<file path="src/rtl/trig_lv1a_merge_if.sv">
// Trigger-path bundle between the LV1A merge stage and its neighbours:
// per-type lv1a pulses in, global LV1A with its tags and the busy flag out.
interface trig_lv1a_merge_if #(
    parameter int unsigned NTYPE = 8,
    parameter int unsigned CNT_W = 32
);
    logic [NTYPE-1:0] in_lv1a;
    logic             out_lv1a;
    logic [NTYPE-1:0] out_type;
    logic [CNT_W-1:0] out_trig_num;
    logic             busy;

    modport master (
        output in_lv1a,
        input  out_lv1a, out_type, out_trig_num, busy
    );

    modport slave (
        input  in_lv1a,
        output out_lv1a, out_type, out_trig_num, busy
    );
endinterface

</file>
<file path="src/rtl/trig_lv1a_merge.sv">
// Merges per-type LV1A pulses into one prescaled, tagged global LV1A with run statistics.
// Deadtime (DEAD state, dt_cnt, n_lost, busy) is built only when LV1A_DEADTIME_EN is defined.
module trig_lv1a_merge #(
    parameter int unsigned NTYPE = 8,
    parameter int unsigned PS_W  = 16,
    parameter int unsigned DT_W  = 8,
    parameter int unsigned CNT_W = 32
) (
    input  logic                  clk,
    input  logic                  rst,
    input  logic                  in_live,
    input  logic                  in_ena,
    input  logic [NTYPE-1:0]      user_mask,
    input  logic [NTYPE*PS_W-1:0] prescale,
    input  logic [DT_W-1:0]       deadtime,
    output logic [CNT_W-1:0]      n_req,
    output logic [CNT_W-1:0]      n_acc,
    output logic [CNT_W-1:0]      n_lost,
    trig_lv1a_merge_if.slave      bus
);

    logic [NTYPE-1:0] req;
    logic [NTYPE-1:0] pass;
    logic             any_pass;
    logic             issue;
    logic             lost;
    logic             busy;
    logic             pre_live_q;
    logic             live_rise;

    assign live_rise = in_live & ~pre_live_q;
    assign any_pass  = |pass;

    for (genvar i = 0; i < NTYPE; i++) begin : g_type
        logic [PS_W-1:0] ps_val;
        logic [PS_W-1:0] ps_cnt_q;

        assign ps_val  = prescale[i*PS_W +: PS_W];
        assign req[i]  = bus.in_lv1a[i] & user_mask[i] & in_ena & in_live;
        // >= lets a prescale lowered below the running count pass on the next request
        assign pass[i] = req[i] && (ps_val != '0) && (ps_cnt_q >= ps_val - 1'b1);

        always_ff @(posedge clk or posedge rst) begin
            if (rst) begin
                ps_cnt_q <= '0;
            end else if (!in_live || pass[i]) begin
                ps_cnt_q <= '0;
            end else if (req[i]) begin
                ps_cnt_q <= ps_cnt_q + 1'b1;
            end
        end
    end

`ifdef LV1A_DEADTIME_EN
    typedef enum logic {StIdle, StDead} state_e;

    state_e          state_q, state_d;
    logic [DT_W-1:0] dt_cnt_q, dt_cnt_d;

    always_ff @(posedge clk or posedge rst) begin
        if (rst) begin
            state_q  <= StIdle;
            dt_cnt_q <= '0;
        end else begin
            state_q  <= state_d;
            dt_cnt_q <= dt_cnt_d;
        end
    end

    always_comb begin
        state_d  = state_q;
        dt_cnt_d = dt_cnt_q;
        if (!in_live) begin
            state_d  = StIdle;
            dt_cnt_d = '0;
        end else begin
            unique case (state_q)
                StIdle: begin
                    if (any_pass && (deadtime != '0)) begin
                        state_d  = StDead;
                        dt_cnt_d = deadtime;
                    end
                end
                StDead: begin
                    dt_cnt_d = dt_cnt_q - 1'b1;
                    if (dt_cnt_q <= DT_W'(1)) begin
                        state_d  = StIdle;
                        dt_cnt_d = '0;
                    end
                end
                default: state_d = StIdle;
            endcase
        end
    end

    always_comb begin
        issue = 1'b0;
        lost  = 1'b0;
        busy  = 1'b0;
        unique case (state_q)
            StIdle: issue = any_pass;
            StDead: begin
                lost = any_pass;
                busy = 1'b1;
            end
            default: ;
        endcase
    end
`else
    logic unused_deadtime;

    assign unused_deadtime = ^deadtime;
    assign issue           = any_pass;
    assign lost            = 1'b0;
    assign busy            = 1'b0;
`endif

    logic [CNT_W-1:0] n_req_q, n_req_d;
    logic [CNT_W-1:0] n_acc_q, n_acc_d;
    logic [CNT_W-1:0] n_lost_q, n_lost_d;
    logic [CNT_W-1:0] trig_cnt_q, trig_cnt_d;
    logic [CNT_W-1:0] trig_num_q, trig_num_d;
    logic [NTYPE-1:0] type_q, type_d;
    logic             lv1a_q, lv1a_d;

    // A live rising edge clears first; a request in the same cycle then counts on top.
    always_comb begin
        n_req_d    = live_rise ? '0 : n_req_q;
        n_acc_d    = live_rise ? '0 : n_acc_q;
        n_lost_d   = live_rise ? '0 : n_lost_q;
        trig_cnt_d = live_rise ? '0 : trig_cnt_q;
        trig_num_d = live_rise ? '0 : trig_num_q;
        type_d     = live_rise ? '0 : type_q;
        lv1a_d     = 1'b0;

        if ((|req) && (n_req_d != '1)) begin
            n_req_d = n_req_d + 1'b1;
        end
        if (issue) begin
            lv1a_d     = 1'b1;
            type_d     = pass;
            trig_num_d = trig_cnt_d;
            trig_cnt_d = trig_cnt_d + 1'b1;
            if (n_acc_d != '1) begin
                n_acc_d = n_acc_d + 1'b1;
            end
        end
        if (lost && (n_lost_d != '1)) begin
            n_lost_d = n_lost_d + 1'b1;
        end
    end

    always_ff @(posedge clk or posedge rst) begin
        if (rst) begin
            pre_live_q <= 1'b0;
            n_req_q    <= '0;
            n_acc_q    <= '0;
            n_lost_q   <= '0;
            trig_cnt_q <= '0;
            trig_num_q <= '0;
            type_q     <= '0;
            lv1a_q     <= 1'b0;
        end else begin
            pre_live_q <= in_live;
            n_req_q    <= n_req_d;
            n_acc_q    <= n_acc_d;
            n_lost_q   <= n_lost_d;
            trig_cnt_q <= trig_cnt_d;
            trig_num_q <= trig_num_d;
            type_q     <= type_d;
            lv1a_q     <= lv1a_d;
        end
    end

    assign bus.out_lv1a     = lv1a_q;
    assign bus.out_type     = type_q;
    assign bus.out_trig_num = trig_num_q;
    assign bus.busy         = busy;
    assign n_req            = n_req_q;
    assign n_acc            = n_acc_q;
    assign n_lost           = n_lost_q;

endmodule

</file>
<file path="src/flat_wrapper.sv">
// flat-port wrapper written by rule: the top's interface ports become plain ports
module trig_lv1a_merge_flat 
#(
    parameter int unsigned NTYPE = 8,
    parameter int unsigned PS_W  = 16,
    parameter int unsigned DT_W  = 8,
    parameter int unsigned CNT_W = 32
)
  (clk, rst, in_live, in_ena, user_mask, prescale, deadtime, n_req, n_acc, n_lost, bus_in_lv1a, bus_out_lv1a, bus_out_type, bus_out_trig_num, bus_busy);
  trig_lv1a_merge_if #(.NTYPE(NTYPE), .CNT_W(CNT_W)) bus_i ();
  input  logic clk;
  input  logic rst;
  input  logic in_live;
  input  logic in_ena;
  input  logic [NTYPE-1:0] user_mask;
  input  logic [NTYPE*PS_W-1:0] prescale;
  input  logic [DT_W-1:0] deadtime;
  output logic [CNT_W-1:0] n_req;
  output logic [CNT_W-1:0] n_acc;
  output logic [CNT_W-1:0] n_lost;
  input wire logic [$bits(bus_i.in_lv1a)-1:0] bus_in_lv1a;
  output wire logic [$bits(bus_i.out_lv1a)-1:0] bus_out_lv1a;
  output wire logic [$bits(bus_i.out_type)-1:0] bus_out_type;
  output wire logic [$bits(bus_i.out_trig_num)-1:0] bus_out_trig_num;
  output wire logic [$bits(bus_i.busy)-1:0] bus_busy;
  assign bus_i.in_lv1a = bus_in_lv1a;
  assign bus_out_lv1a = bus_i.out_lv1a;
  assign bus_out_type = bus_i.out_type;
  assign bus_out_trig_num = bus_i.out_trig_num;
  assign bus_busy = bus_i.busy;
  trig_lv1a_merge #(.NTYPE(NTYPE), .PS_W(PS_W), .DT_W(DT_W), .CNT_W(CNT_W)) u_core (.clk(clk), .rst(rst), .in_live(in_live), .in_ena(in_ena), .user_mask(user_mask), .prescale(prescale), .deadtime(deadtime), .n_req(n_req), .n_acc(n_acc), .n_lost(n_lost), .bus(bus_i));
endmodule
</file>
<file path="config.mk">
export PLATFORM = sky130hd
export DESIGN_NAME = trig_lv1a_merge_flat
export DESIGN_NICKNAME = d
export VERILOG_FILES = /design/src/rtl/trig_lv1a_merge_if.sv /design/src/rtl/trig_lv1a_merge.sv /design/src/flat_wrapper.sv
export SDC_FILE = /design/constraint.sdc
export NUM_CORES = 1
export LEC_CHECK = 0
export ABC_AREA = 1
export CELL_PAD_IN_SITES_DETAIL_PLACEMENT = 0
export CELL_PAD_IN_SITES_GLOBAL_PLACEMENT = 1
export CORE_MARGIN = 5
export CORE_UTILIZATION = 41
export CTS_BUF_LIST = sky130_fd_sc_hd__clkbuf_8 sky130_fd_sc_hd__clkbuf_16
export DETAILED_ROUTE_END_ITERATION = 8
export PLACE_DENSITY = 0.82
export SYNTH_ARGS = -nofsm -noshare
export SYNTH_HDL_FRONTEND = slang
export SYNTH_SLANG_ARGS = --single-unit
</file>
<file path="constraint.sdc">
create_clock -name clk -period 11.7 [get_ports clk]
set_input_delay 2.34 -clock clk [delete_from_list [all_inputs] [get_ports clk]]
set_output_delay 2.34 -clock clk [all_outputs]
set_load 0.01 [all_outputs]
</file>
==> job_summary.md <==
## Synthesis and layout report

| Metric | Value |
|---|---|
| Root Buffer | `clkbuf_16` |
| Worst R2R Setup Slack | `8.02 ns` |
| Bufs on Longest Clock Path | `3` |
| Synth area leaders | `dfrtp_1, nand2_1, ha_1` |
| Hold slack | `0.519 ns` |
| Synth Seq Share | `31.8%` |
| Setup violators final | `0` |
| Synth logic family | `simple AND/OR/NAND/NOR gates` |
| CTS tree | `done` |
| Post-CTS Setup Inserts | `0` |
| Critical Path Source Type | `primary input` |
| HP Class | `register to register` |
| Max-area cell share | `31.8%` |
| Reg2reg start | `u_core.g_type[4].ps_cnt_q[3]$_DFFE_PP0P_` |
| Complex Gates by Area | `4.44%` |
| Max-cap violations | `0` |
| Layout cells sized above 1 | `4.80%` |
| Adder share | `8.78%` |
| Comb/total area | `49.9%` |
| First-pass GRT wire length | `98200 µm` |
| Combinational power share | `11.7%` |
| Total GRT Usage | `20.8%` |
| Diodes inserted | `2` |
| Non-clock inverter count | `336` |
| CP most frequent cell | `nand2_1` |
| Max incr delay on CP | `0.84 ns` |
| Synth flops | `266` |
| CP Max Fanout | `105` |
| Placed Area | `0.0239 mm²` |
| Std-Cell Rows | `82` |
| Reg power frac | `41.3%` |
| Clk tree area frac | `4.62%` |
| CP Capture Type | `register` |
| Mapped Cells | `2935` |
| Worst r2r dst | `u_core.bus.out_trig_num[15]$_DFFE_PP0P_` |
| I/O pin total | `294` |
| Seq/total area | `26.6%` |
| Fmax achieved | `0.146 GHz` |
| Clk slew on worst S/H paths | `0.06 ns` |
| Hold_buf cts | `0` |
| P_sw | `0.000580 W` |
| Met3 routed WL | `2510 µm` |
| Synth Area per Inst | `7.14 µm²` |
| Critical path origin | `prescale[98]` |
| Yosys xor share | `10.5%` |
| Leakage | `11.9 nW` |
| Grt met2 use | `34.7%` |
| Synth top cells by count | `nand2_1, nor2_1, inv_1` |
| Worst VDD drop | `0.0750 mV` |
| Final cell count without fillers | `3864` |
| H-Tree Depth | `2` |
| Flop count | `266` |
| Status | `complete, no violations` |
| Wire length on met1 | `27900 µm` |
| Init Core Util | `41.6%` |
| CTS buffer count | `34` |
| Synth Area in Simple Gates | `35.3%` |
| EDFF count, synth | `0` |
| Final hold viol count | `0` |
| Finished Cell Area | `0.0250 mm²` |
| Clock skew | `0.0168 ns` |
| Hold path depth | `2` |
| DRC | `0` |
| Ys cells | `2935` |
| Core Util, Final | `49.7%` |
| GRT Residual Overflow | `0` |
| Vias in the first global route | `19200` |
| Clock period minus worst slack | `6.86 ns` |
| PD cells | `91.0 mW/mm²` |
| Worst setup endpoint | `u_core.bus.out_trig_num[15]$_DFFE_PP0P_` |
| WL per Instance | `15.4 µm` |
| Most used flip-flop cell | `dfrtp_1` |
| Fillers | `5000` |
| Worst slew pin tran | `1.23 ns` |
| Routed vias/inst | `5.02` |
| Fin. max-slew vios | `0` |
| Worst Hold Launch | `u_core.bus.out_trig_num[15]$_DFFE_PP0P_` |
| Crit path arrival time | `7.27 ns` |
| Pin count of the biggest net entering global routing | `143` |
| Sw Share | `25.5%` |
| Yosys top cell by instances | `nand2_1` |
| Unrepaired setup endpoints after global routing | `no` |
| Setup Crit Path Kind | `primary input to register` |
| Hold path endpoint | `u_core.bus.out_trig_num[15]$_DFFE_PP0P_` |
| WL met2 | `27800 µm` |
| Top Metal Used | `met4` |
| Area delta synth->final | `19.4%` |
| Tool warnings | `38` |
## flip-flops by register name, indices dropped and copies added, names as in the netlist
register and flops:
u_core.bus.out_trig_num 32, u_core.g_type.ps_cnt_q 128, u_core.bus.out_lv1a 1, u_core.trig_cnt_q 32
u_core.pre_live_q 1, u_core.n_acc 32, u_core.n_req 32, u_core.bus.out_type 8
## power by group through the flow
stage / Combinational [W] / Clock, W / Sequential (W)
global placement: 0.000262 / 0 / 0.000956
finish: 0.000267 / 0.00107 / 0.000940
global route: 0.000301 / 0.00114 / 0.000941
floorplan: 0.000159 / 0 / 0.000957
CTS: 0.000270 / 0.00110 / 0.000940
detailed placement: 0.000268 / 0 / 0.000956
## layout by cell type (no fill, tap or decap), types with 8 or more instances in the layout
| cell type | n |
|---|---|
| nor2_1 | 395 |
| nand3_1 | 176 |
| o21bai_1 | 9 |
| buf_4 | 10 |
| ha_1 | 147 |
| a21oi_1 | 66 |
| inv_1 | 335 |
| nor3_1 | 99 |
| conb_1 | 33 |
| o22ai_1 | 10 |
| nand4_1 | 94 |
| dfrtp_1 | 266 |
| clkbuf_8 | 11 |
| nor3_2 | 21 |
| clkdlybuf4s50_1 | 252 |
| clkbuf_16 | 37 |
| nand2_1 | 781 |
| nor4_1 | 15 |
| nor3b_1 | 8 |
| xnor2_1 | 83 |
| nor2_2 | 25 |
| xor2_1 | 168 |
| nor2_4 | 18 |
| o21ai_0 | 49 |
## critical path: cells and delay by family
kind | cells | cell delay [ns]
AOI/OAI and AO/OA | 1 | 0.14
and+or+nand+nor | 17 | 2.31
buffers and inverters | 6 | 1.94
xor gates and xnor gates | 1 | 0.15
adders and majority gates | 1 | 0.28
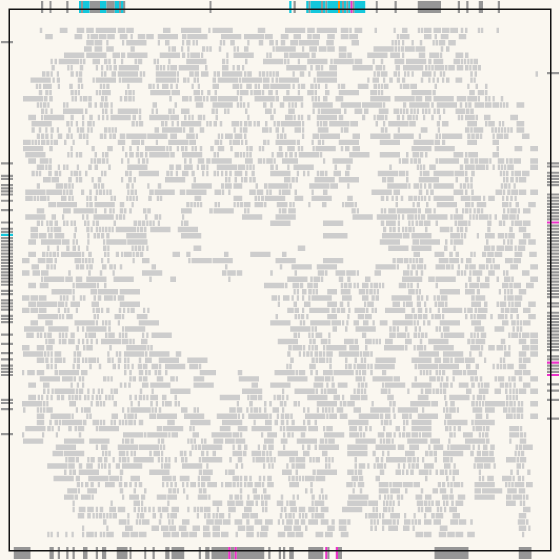
(images/pins.png)
Pins as bars across the die edge, other pins in grey.
`bus_out_trig_num` -> cyan  # pins 32, direction output, edge 31 top, 1 left
`bus_in_lv1a` -> magenta  # pins 8, direction input, edge 4 bottom, 3 right, 1 top
`rst` -> orange  # pins 1, direction input, edge top
all pins by edge = 101 bottom, 74 top, 68 right, 51 left
die height: 236 µm
die width: 236 µm
Buffers on Ports: 252

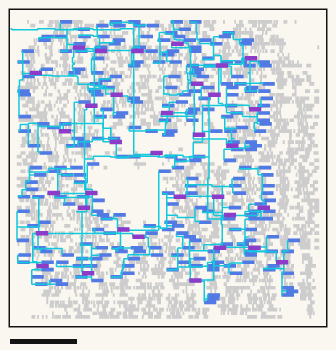
(images/clock_map.png)
Bar = 50 µm.
clock wires -> cyan  # length 4290 µm
cells driving clock nets -> purple  # count 34
flip-flops -> blue  # count 266
flops lie = widely spread
clock network power share: 47.0%
clock network power: 0.00107 W
Clock Latency Late Sink: 0.53 ns

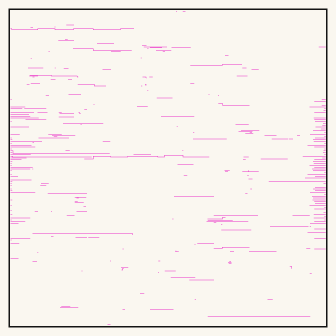
(images/met3.png)
wire length on this layer = 2510 µm
main direction = horizontal
via count: 19400
Routed WL: 59600 µm

Power figures rest on the tool's default switching activity, not on a simulated workload.
